===== src/rtl/mips_defs_pkg.sv =====
`default_nettype none
// ============================================================================
// Package     : mips_defs
// Description : Shared encodings for the multi-cycle MIPS controller: ALU ops,
//               opcode/funct values, mux selects, FSM states and the
//               instruction-class one-hot used between decode and FSM.
// Revision    : 1.0 - initial release
// ============================================================================
package mips_defs;

   // ALU operation codes
   localparam logic [2:0] ALU_ADDU = 3'b000;
   localparam logic [2:0] ALU_SUBU = 3'b001;
   localparam logic [2:0] ALU_AND  = 3'b010;
   localparam logic [2:0] ALU_OR   = 3'b011;
   localparam logic [2:0] ALU_LUI  = 3'b100;

   // Primary opcodes (IR[31:26])
   localparam logic [5:0] OP_RTYPE = 6'h00;
   localparam logic [5:0] OP_J     = 6'h02;
   localparam logic [5:0] OP_JAL   = 6'h03;
   localparam logic [5:0] OP_BEQ   = 6'h04;
   localparam logic [5:0] OP_ORI   = 6'h0D;
   localparam logic [5:0] OP_LUI   = 6'h0F;
   localparam logic [5:0] OP_LW    = 6'h23;
   localparam logic [5:0] OP_SW    = 6'h2B;

   // R-type function codes (IR[5:0])
   localparam logic [5:0] FN_SLL  = 6'h00;
   localparam logic [5:0] FN_JR   = 6'h08;
   localparam logic [5:0] FN_ADDU = 6'h21;
   localparam logic [5:0] FN_SUBU = 6'h23;

   // Next-PC select
   localparam logic [1:0] NPC_PC4    = 2'b00;
   localparam logic [1:0] NPC_BRANCH = 2'b01;
   localparam logic [1:0] NPC_JUMP   = 2'b10;
   localparam logic [1:0] NPC_REG    = 2'b11;

   // Register destination select
   localparam logic [1:0] RD_RT = 2'b00;
   localparam logic [1:0] RD_RD = 2'b01;
   localparam logic [1:0] RD_RA = 2'b10;

   // Write-data select
   localparam logic [1:0] WD_ALU = 2'b00;
   localparam logic [1:0] WD_MEM = 2'b01;
   localparam logic [1:0] WD_PC4 = 2'b10;

   // FSM states
   localparam logic [2:0] S_FETCH  = 3'd0;
   localparam logic [2:0] S_DECODE = 3'd1;
   localparam logic [2:0] S_EXEC   = 3'd2;
   localparam logic [2:0] S_MEM_RD = 3'd3;
   localparam logic [2:0] S_MEM_WR = 3'd4;
   localparam logic [2:0] S_WB_ALU = 3'd5;
   localparam logic [2:0] S_WB_MEM = 3'd6;
   localparam logic [2:0] S_HALT   = 3'd7;

   // Instruction-class one-hot bit positions; classes 0..6 need S_EXEC
   localparam int CLS_ADDU = 0;
   localparam int CLS_SUBU = 1;
   localparam int CLS_ORI  = 2;
   localparam int CLS_LUI  = 3;
   localparam int CLS_LW   = 4;
   localparam int CLS_SW   = 5;
   localparam int CLS_BEQ  = 6;
   localparam int CLS_J    = 7;
   localparam int CLS_JAL  = 8;
   localparam int CLS_JR   = 9;
   localparam int CLS_NOP  = 10;
   localparam int CLS_W    = 11;

   typedef logic [CLS_W-1:0] cls_t;

   localparam cls_t CLS_EXEC_MASK = 11'b000_0111_1111;

   // ALU-side control word shared by EXEC and the states that hold it
   typedef struct packed {
      logic [2:0] op;
      logic       srcb;
      logic       ext;
   } alu_ctl_t;

   // ALU op / operand-B source / extender mode for an instruction class
   function automatic alu_ctl_t alu_ctl_of(input cls_t cls);
      alu_ctl_t c;
      c.op   = ALU_ADDU;
      c.srcb = 1'b0;
      c.ext  = 1'b0;
      if (cls[CLS_SUBU] || cls[CLS_BEQ]) c.op = ALU_SUBU;
      if (cls[CLS_ORI]) begin
         c.op   = ALU_OR;
         c.srcb = 1'b1;
      end
      if (cls[CLS_LUI]) begin
         c.op   = ALU_LUI;
         c.srcb = 1'b1;
      end
      if (cls[CLS_LW] || cls[CLS_SW]) begin
         c.srcb = 1'b1;
         c.ext  = 1'b1;
      end
      return c;
   endfunction

endpackage
`default_nettype wire


===== src/rtl/ctrl_decode.sv =====
`default_nettype none
// ============================================================================
// Module      : ctrl_decode
// Description : Combinational opcode/funct decoder producing an
//               instruction-class one-hot and an illegal-instruction flag.
// Revision    : 1.0 - initial release
// ============================================================================
module ctrl_decode
   import mips_defs::*;
(
   input  logic [5:0] opcode,
   input  logic [5:0] funct,
   output cls_t       cls,
   output logic       illegal
);

   // Map each supported encoding to exactly one class bit
   always_comb begin
      cls = '0;
      case (opcode)
         OP_RTYPE: begin
            case (funct)
               FN_ADDU: cls[CLS_ADDU] = 1'b1;
               FN_SUBU: cls[CLS_SUBU] = 1'b1;
               FN_JR:   cls[CLS_JR]   = 1'b1;
               FN_SLL:  cls[CLS_NOP]  = 1'b1;
               default: cls = '0;
            endcase
         end
         OP_ORI:  cls[CLS_ORI] = 1'b1;
         OP_LUI:  cls[CLS_LUI] = 1'b1;
         OP_LW:   cls[CLS_LW]  = 1'b1;
         OP_SW:   cls[CLS_SW]  = 1'b1;
         OP_BEQ:  cls[CLS_BEQ] = 1'b1;
         OP_J:    cls[CLS_J]   = 1'b1;
         OP_JAL:  cls[CLS_JAL] = 1'b1;
         default: cls = '0;
      endcase
      illegal = (cls == '0);
   end

endmodule
`default_nettype wire


===== src/rtl/multicycle_ctrl.sv =====
`default_nettype none
// ============================================================================
// Module      : multicycle_ctrl
// Description : Main control FSM of the multi-cycle MIPS datapath. Steps each
//               instruction through fetch/decode/execute/memory/writeback and
//               emits the per-state control word; memories are handshaked.
// Revision    : 1.0 - initial release
// ============================================================================
module multicycle_ctrl
   import mips_defs::*;
#(
   parameter int         IMEM_TIMEOUT = 0,
   parameter logic [1:0] RESET_PC_SEL = 2'b11
) (
   input  logic       clk,
   input  logic       reset,
   input  logic [5:0] opcode,
   input  logic [5:0] funct,
   input  logic       zero,
   input  logic       imem_ready,
   input  logic       dmem_ready,
   output logic       imem_req,
   output logic       dmem_req,
   output logic       dmem_we,
   output logic       pc_we,
   output logic       ir_we,
   output logic [1:0] npc_sel,
   output logic       reg_we,
   output logic [1:0] reg_dst,
   output logic [1:0] wd_sel,
   output logic       alu_srcb,
   output logic       ext_op,
   output logic [2:0] alu_op,
   output logic       retire,
   output logic       fault,
   output logic [2:0] state_o
);

   logic [2:0] state_q, state_d;
   logic       fault_q, fault_d;
   cls_t       cls;
   logic       illegal;
   logic       timeout;
   alu_ctl_t   alu_ctl;

   ctrl_decode u_decode (
      .opcode  (opcode),
      .funct   (funct),
      .cls     (cls),
      .illegal (illegal)
   );

   assign alu_ctl = alu_ctl_of(cls);

   generate
      if (IMEM_TIMEOUT > 0) begin : g_timeout
         localparam int CW = $clog2(IMEM_TIMEOUT + 1);
         logic [CW-1:0] wait_q, wait_d;

         // Count consecutive unanswered fetch cycles; any other state clears it
         always_comb begin
            wait_d = '0;
            if (state_q == S_FETCH && !imem_ready) wait_d = wait_q + 1'b1;
         end

         // Wait counter register
         always_ff @(posedge clk or negedge reset) begin
            if (!reset) wait_q <= '0;
            else        wait_q <= wait_d;
         end

         // The current unanswered cycle is the N-th one
         assign timeout = (state_q == S_FETCH) && !imem_ready &&
                          (wait_q == CW'(IMEM_TIMEOUT - 1));
      end else begin : g_no_timeout
         assign timeout = 1'b0;
      end
   endgenerate

   // State and sticky fault registers
   always_ff @(posedge clk or negedge reset) begin
      if (!reset) begin
         state_q <= S_FETCH;
         fault_q <= 1'b0;
      end else begin
         state_q <= state_d;
         fault_q <= fault_d;
      end
   end

   // Next-state logic
   always_comb begin
      state_d = state_q;
      fault_d = fault_q;
      case (state_q)
         S_FETCH: begin
            if (imem_ready) begin
               state_d = S_DECODE;
            end else if (timeout) begin
               state_d = S_HALT;
               fault_d = 1'b1;
            end
         end
         S_DECODE: begin
            if (illegal) begin
               state_d = S_HALT;
               fault_d = 1'b1;
            end else if ((cls & CLS_EXEC_MASK) != '0) begin
               state_d = S_EXEC;
            end else begin
               state_d = S_FETCH;
            end
         end
         S_EXEC: begin
            if (cls[CLS_LW])       state_d = S_MEM_RD;
            else if (cls[CLS_SW])  state_d = S_MEM_WR;
            else if (cls[CLS_BEQ]) state_d = S_FETCH;
            else                   state_d = S_WB_ALU;
         end
         S_MEM_RD: if (dmem_ready) state_d = S_WB_MEM;
         S_MEM_WR: if (dmem_ready) state_d = S_FETCH;
         S_WB_ALU: state_d = S_FETCH;
         S_WB_MEM: state_d = S_FETCH;
         S_HALT:   state_d = S_HALT;
         default:  state_d = S_FETCH;
      endcase
   end

   // Control-word table; forced idle while reset is held so requests drop at once
   always_comb begin
      imem_req = 1'b0;
      dmem_req = 1'b0;
      dmem_we  = 1'b0;
      pc_we    = 1'b0;
      ir_we    = 1'b0;
      npc_sel  = NPC_PC4;
      reg_we   = 1'b0;
      reg_dst  = RD_RT;
      wd_sel   = WD_ALU;
      alu_srcb = 1'b0;
      ext_op   = 1'b0;
      alu_op   = ALU_ADDU;
      retire   = 1'b0;
      if (reset) begin
         case (state_q)
            S_FETCH: begin
               imem_req = 1'b1;
               if (imem_ready) begin
                  ir_we = 1'b1;
                  pc_we = 1'b1;
               end
            end
            S_DECODE: begin
               if (cls[CLS_J]) begin
                  pc_we   = 1'b1;
                  npc_sel = NPC_JUMP;
                  retire  = 1'b1;
               end else if (cls[CLS_JAL]) begin
                  pc_we   = 1'b1;
                  npc_sel = NPC_JUMP;
                  reg_we  = 1'b1;
                  reg_dst = RD_RA;
                  wd_sel  = WD_PC4;
                  retire  = 1'b1;
               end else if (cls[CLS_JR]) begin
                  pc_we   = 1'b1;
                  npc_sel = NPC_REG;
                  retire  = 1'b1;
               end else if (cls[CLS_NOP]) begin
                  retire  = 1'b1;
               end
            end
            S_EXEC: begin
               {alu_op, alu_srcb, ext_op} = alu_ctl;
               if (cls[CLS_BEQ]) begin
                  pc_we   = zero;
                  npc_sel = NPC_BRANCH;
                  retire  = 1'b1;
               end
            end
            S_MEM_RD: begin
               {alu_op, alu_srcb, ext_op} = alu_ctl;
               dmem_req = 1'b1;
            end
            S_MEM_WR: begin
               {alu_op, alu_srcb, ext_op} = alu_ctl;
               dmem_req = 1'b1;
               dmem_we  = 1'b1;
               retire   = dmem_ready;
            end
            S_WB_ALU: begin
               {alu_op, alu_srcb, ext_op} = alu_ctl;
               reg_we  = 1'b1;
               wd_sel  = WD_ALU;
               reg_dst = (cls[CLS_ADDU] || cls[CLS_SUBU]) ? RD_RD : RD_RT;
               retire  = 1'b1;
            end
            S_WB_MEM: begin
               reg_we  = 1'b1;
               wd_sel  = WD_MEM;
               reg_dst = RD_RT;
               retire  = 1'b1;
            end
            // Park the PC mux on the recovery vector while halted
            S_HALT:  npc_sel = RESET_PC_SEL;
            default: npc_sel = NPC_PC4;
         endcase
      end
   end

   assign fault   = fault_q;
   assign state_o = state_q;

endmodule
`default_nettype wire

===== config.mk =====
export PLATFORM = sky130hd
export DESIGN_NAME = multicycle_ctrl
export DESIGN_NICKNAME = d
export VERILOG_FILES = /design/src/rtl/mips_defs_pkg.sv /design/src/rtl/ctrl_decode.sv /design/src/rtl/multicycle_ctrl.sv
export SDC_FILE = /design/constraint.sdc
export NUM_CORES = 1
export LEC_CHECK = 0
export ABC_AREA = 0
export ABC_CLOCK_PERIOD_IN_PS = 1550
export CORE_MARGIN = 4
export CORE_UTILIZATION = 39
export DETAILED_ROUTE_END_ITERATION = 12
export PLACE_DENSITY = 0.84
export SYNTH_ARGS = -nofsm -noshare
export SYNTH_HDL_FRONTEND = slang
export SYNTH_SLANG_ARGS = --single-unit

===== constraint.sdc =====
create_clock -name clk -period 1.55 [get_ports clk]
set_input_delay 0.155 -clock clk [delete_from_list [all_inputs] [get_ports clk]]
set_output_delay 0.155 -clock clk [all_outputs]
set_load 0.02 [all_outputs]

**Placement view**

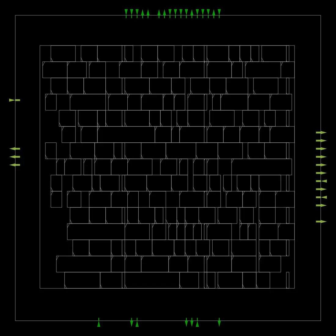
Fillers: 110
Tapcells: 25
flop share of the area: 7.12%

**Clock distribution**

Scale bar: 20 microns.
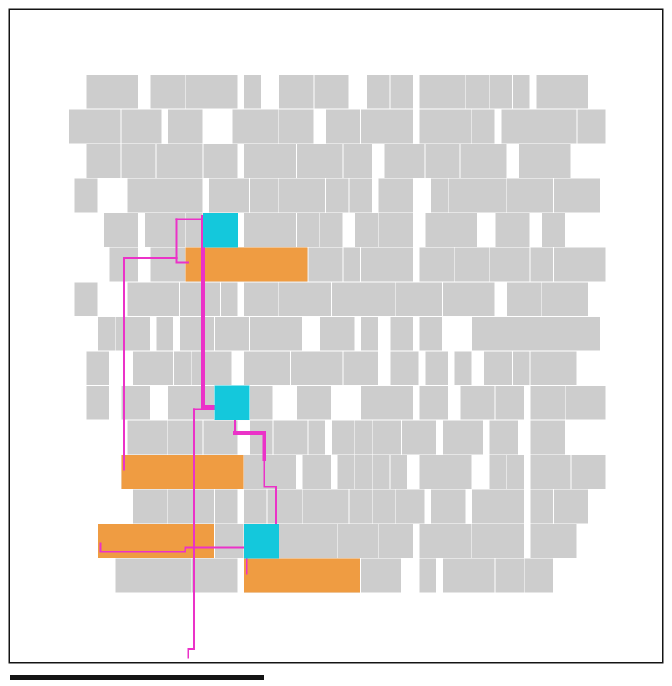
[cyan] clock-net drivers | count: 3
[magenta] clock wires | length: 104 microns
[orange] flip-flops | count: 4
routed clock nets	4

==> impl_metrics.csv <==
group,metric,value,unit
power_and_ir_drop,p_per_area,1350,mW/mm^2
layout,drive_above_1_share,61.0,%
worst_setup_path,slowest_delay,440,ps
global_routing,grt_pass1_wl,4770,microns
final_timing,rsz0062_at_grt,"yes",
routing,postRouteAntennaNets,0,
synthesis,area_leaders,"dfrtp_1, nor2_1, nand2_1, clkbuf_8, o21ai_0",
routing,drt_iter0_drc,72,
clocking,clk_pin_slew_worst_paths,40,ps
placed_design,place_area,0.00131,sq mm
routing,detail_route.vias_per_cell,5.80,
synthesis,flop_cell,"dfrtp_1",
placed_design,gp_congestion,0.791,
final_timing,drv_slew,0,
synthesis,yosysUniqueCellTypes,42,
clocking,numCtsBuffers,3,
layout,syn_to_final_growth,96.9,%
routing,vias,1142,
clocking,clockBufferDepth,2,
global_routing,grt_max_degree,16,
power_and_ir_drop,p_leak,0.652,nW
layout,antenna_cells,0,
synthesis,synth_area,732,sq um
floorplanning,die_area,0.00263,sq mm
final_timing,fin_ws,-193,ps
final_timing,hold_violations,0,
synthesis,ys_warn_count,0,
global_routing,track_usage,23.8,%
synthesis,edf_count,0,
hold_path,hp-class,"input pin to flop",
synthesis,syn_nets,119,
final_timing,post-route-period-util,112,%
final_timing,setup_violations,9,
floorplanning,fp_util,41.9,%
final_timing,clock_skew,5.69,ps
floorplanning,core_area,0.00175,sq mm
floorplanning,die-height,51.3,microns
worst_setup_path,critPathCaptureType,"output port",
floorplanning,io_pins,39,
power_and_ir_drop,peakVddDrop,0.00113,V
placed_design,portBuffers,38,
worst_setup_path,crit_slowest_cell,"dfrtp_2",
worst_setup_path,arrival,1590,ps
worst_setup_path,crit_type,"flop to output port",
layout,fin_nets,191,
clocking,h-tree-depth,1,
outcome,violations,"negative setup slack",
job,warning_count,29,
worst_setup_path,start_kind,"flop",
placed_design,hpwl,2270,microns
floorplanning,die_x,51.3,microns
synthesis,synth_top_area_share,13.7,%
job,max_cap_viol_count,0,
synthesis,ys_async_sr_fraction,100,%
synthesis,seq_area_frac_synth,13.7,%
clocking,cts_sinks,4,
final_timing,worstMarginPinSlew,285,ps
outcome,status,"complete, but fails checks",
worst_setup_path,crit_chain,"buf_6 -> nor3_1 -> o21ai_0 -> a21boi_1 -> buf_4",
clocking,insertion_delay,250,ps
synthesis,syn_inst,102,
clocking,cts_tree,"done",
clocking,cts-root-buf,"clkbuf_4",
worst_setup_path,ff2ff_setup_slack,80,ps
global_routing,grt-ovfl-total,0,
synthesis,synth_area_leader_cell,"dfrtp_1",
synthesis,yosys_register_bits,4,
final_timing,fin_crit,1740,ps
worst_setup_path,required,1390,ps
final_timing,clock.fmax,0.574,GHz
layout,final_cell_area,0.00144,sq mm
routing,finalWirelength,3560,microns
routing,wl_per_cell,18.1,microns
worst_setup_path,r2r_cells,5,
hold_path,worstHoldPathCells,5,
placed_design,pre_cts_slack,-964,ps
floorplanning,rows,15,
final_timing,slew-limit-headroom,80.9,%
global_routing,grt_pass1_vias,1099,
global_routing,grt_antenna_before_repair,0,
power_and_ir_drop,p_total,0.00195,W
synthesis,ys_cells,102,
routing,drc,0,
worst_setup_path,crit_path_max_fanout,6,
synthesis,yosysChipArea,732,sq um
routing,first_pass_iters,4,
synthesis,avgSynthCellArea,7.18,sq um
**Placement by cell class**

Fill, decap, tap and diode cells in grey.
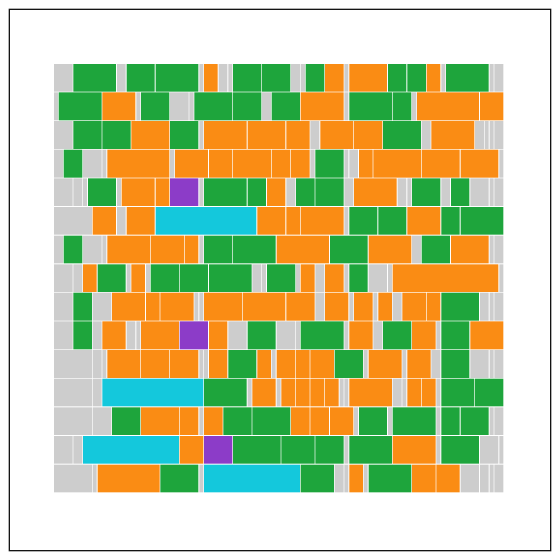
colour	class	cells	share of their area
orange	remaining logic cells	93	50%
cyan	registers	4	7.3%
green	remaining buffers and delay cells	72	41%
purple	clock-net drivers	3	1.6%

layout by cell type (no fill, tap or decap), drive strengths merged, types with 4 or more instances in the layout:
cell | synthesis | routed
nor2b | 5 | 5
nand3 | 4 | 4
clkdlybuf4s50 | 0 | 5
dfrtp | 4 | 4
o21ai | 9 | 9
nor2 | 15 | 15
buf | 1 | 60
and2 | 4 | 4
clkbuf | 4 | 4
nor3 | 8 | 8
a21oi | 4 | 4
nand2 | 12 | 12
metal layers:
layer	wire length [microns]	GRT usage (%)	up-vias
li1	-	-	508
met1	1320	26.6	526
met2	1750	42.7	81
met3	267	3.50	27
met4	221	13.1	0
met5	0	0	-
stage by stage:
step / setup TNS, ps / utilization [%] / hold WS, ps / std cells
floorplan: -243 / - / -141 / 102
global placement: -10930 / 75.2 / 449 / 189
detailed placement: -12150 / 75.2 / 458 / 189
CTS: -376 / 76.6 / 256 / 194
global route: -1230 / 82.6 / 469 / 197
finish: -591 / 82.6 / 440 / 197
path summary, 6_finish.rpt:
check	from	endpoint
min in group asynchronous	reset	state_o[2]
setup reg to reg	state_o[0]	state_o[2]
hold / removal	opcode[4]	fault
hold reg to reg	fault	fault
max in group asynchronous	reset	state_o[1]
setup / recovery	state_o[2]	npc_sel[0]
cells in the mapped netlist (3+ instances only):
cell and count:
nor2_1 15, nand2_1 12, o21ai_0 8, nor3_1 7, dfrtp_1 4, nand3_1 4
nor2b_1 4, a21oi_1 3, a31oi_1 3, and2_1 3, clkbuf_8 3, inv_1 3
registers in the layout, summed over array words and instances, names as in the netlist:
signal and cells:
fault 1, state_o 3
power by group:
group | internal (W) | total (W) | switching, W
Sequential | 0.000154 | 0.000229 | 0.0000754
Clock | 0.0000873 | 0.000141 | 0.0000535
Combinational | 0.000721 | 0.00158 | 0.000856
layout make-up:
type	count	area [sq um]
tap	25	31.3
timing repair buffer	72	584
multi-input combinational	90	689
clock buffer	3	22.5
inverter	3	11.3
sequential	4	103
fill	110	304
critical path, delay by kind of cell (launching register included):
kind / cells / cell delay, ps
DFF: 1 / 440
and+or+nand+nor: 1 / 240
AOI/OAI and AO/OA: 2 / 330
buffers and inverters: 2 / 330
cell families (layout without fill, tap and decap cells):
| group | count (synthesis) | in the layout | synth area share (%) |
|---|---|---|---|
| simple gates | 61 | 61 | 47.7 |
| compound gates | 26 | 26 | 25.6 |
| buf+inv | 8 | 78 | 9.23 |
| flops | 4 | 4 | 13.7 |
| xor+xnor | 2 | 2 | 2.39 |
| mux | 1 | 1 | 1.37 |
what timing repair did:
action,in CTS,in global routing
resized,151,30
buffers inserted,2,2
hold endpoints to repair,0,4
hold buffers,0,1
gates cloned,0,0
setup endpoints to repair,25,19
pin swaps,9,8
Power and IR drop assume default switching activity.
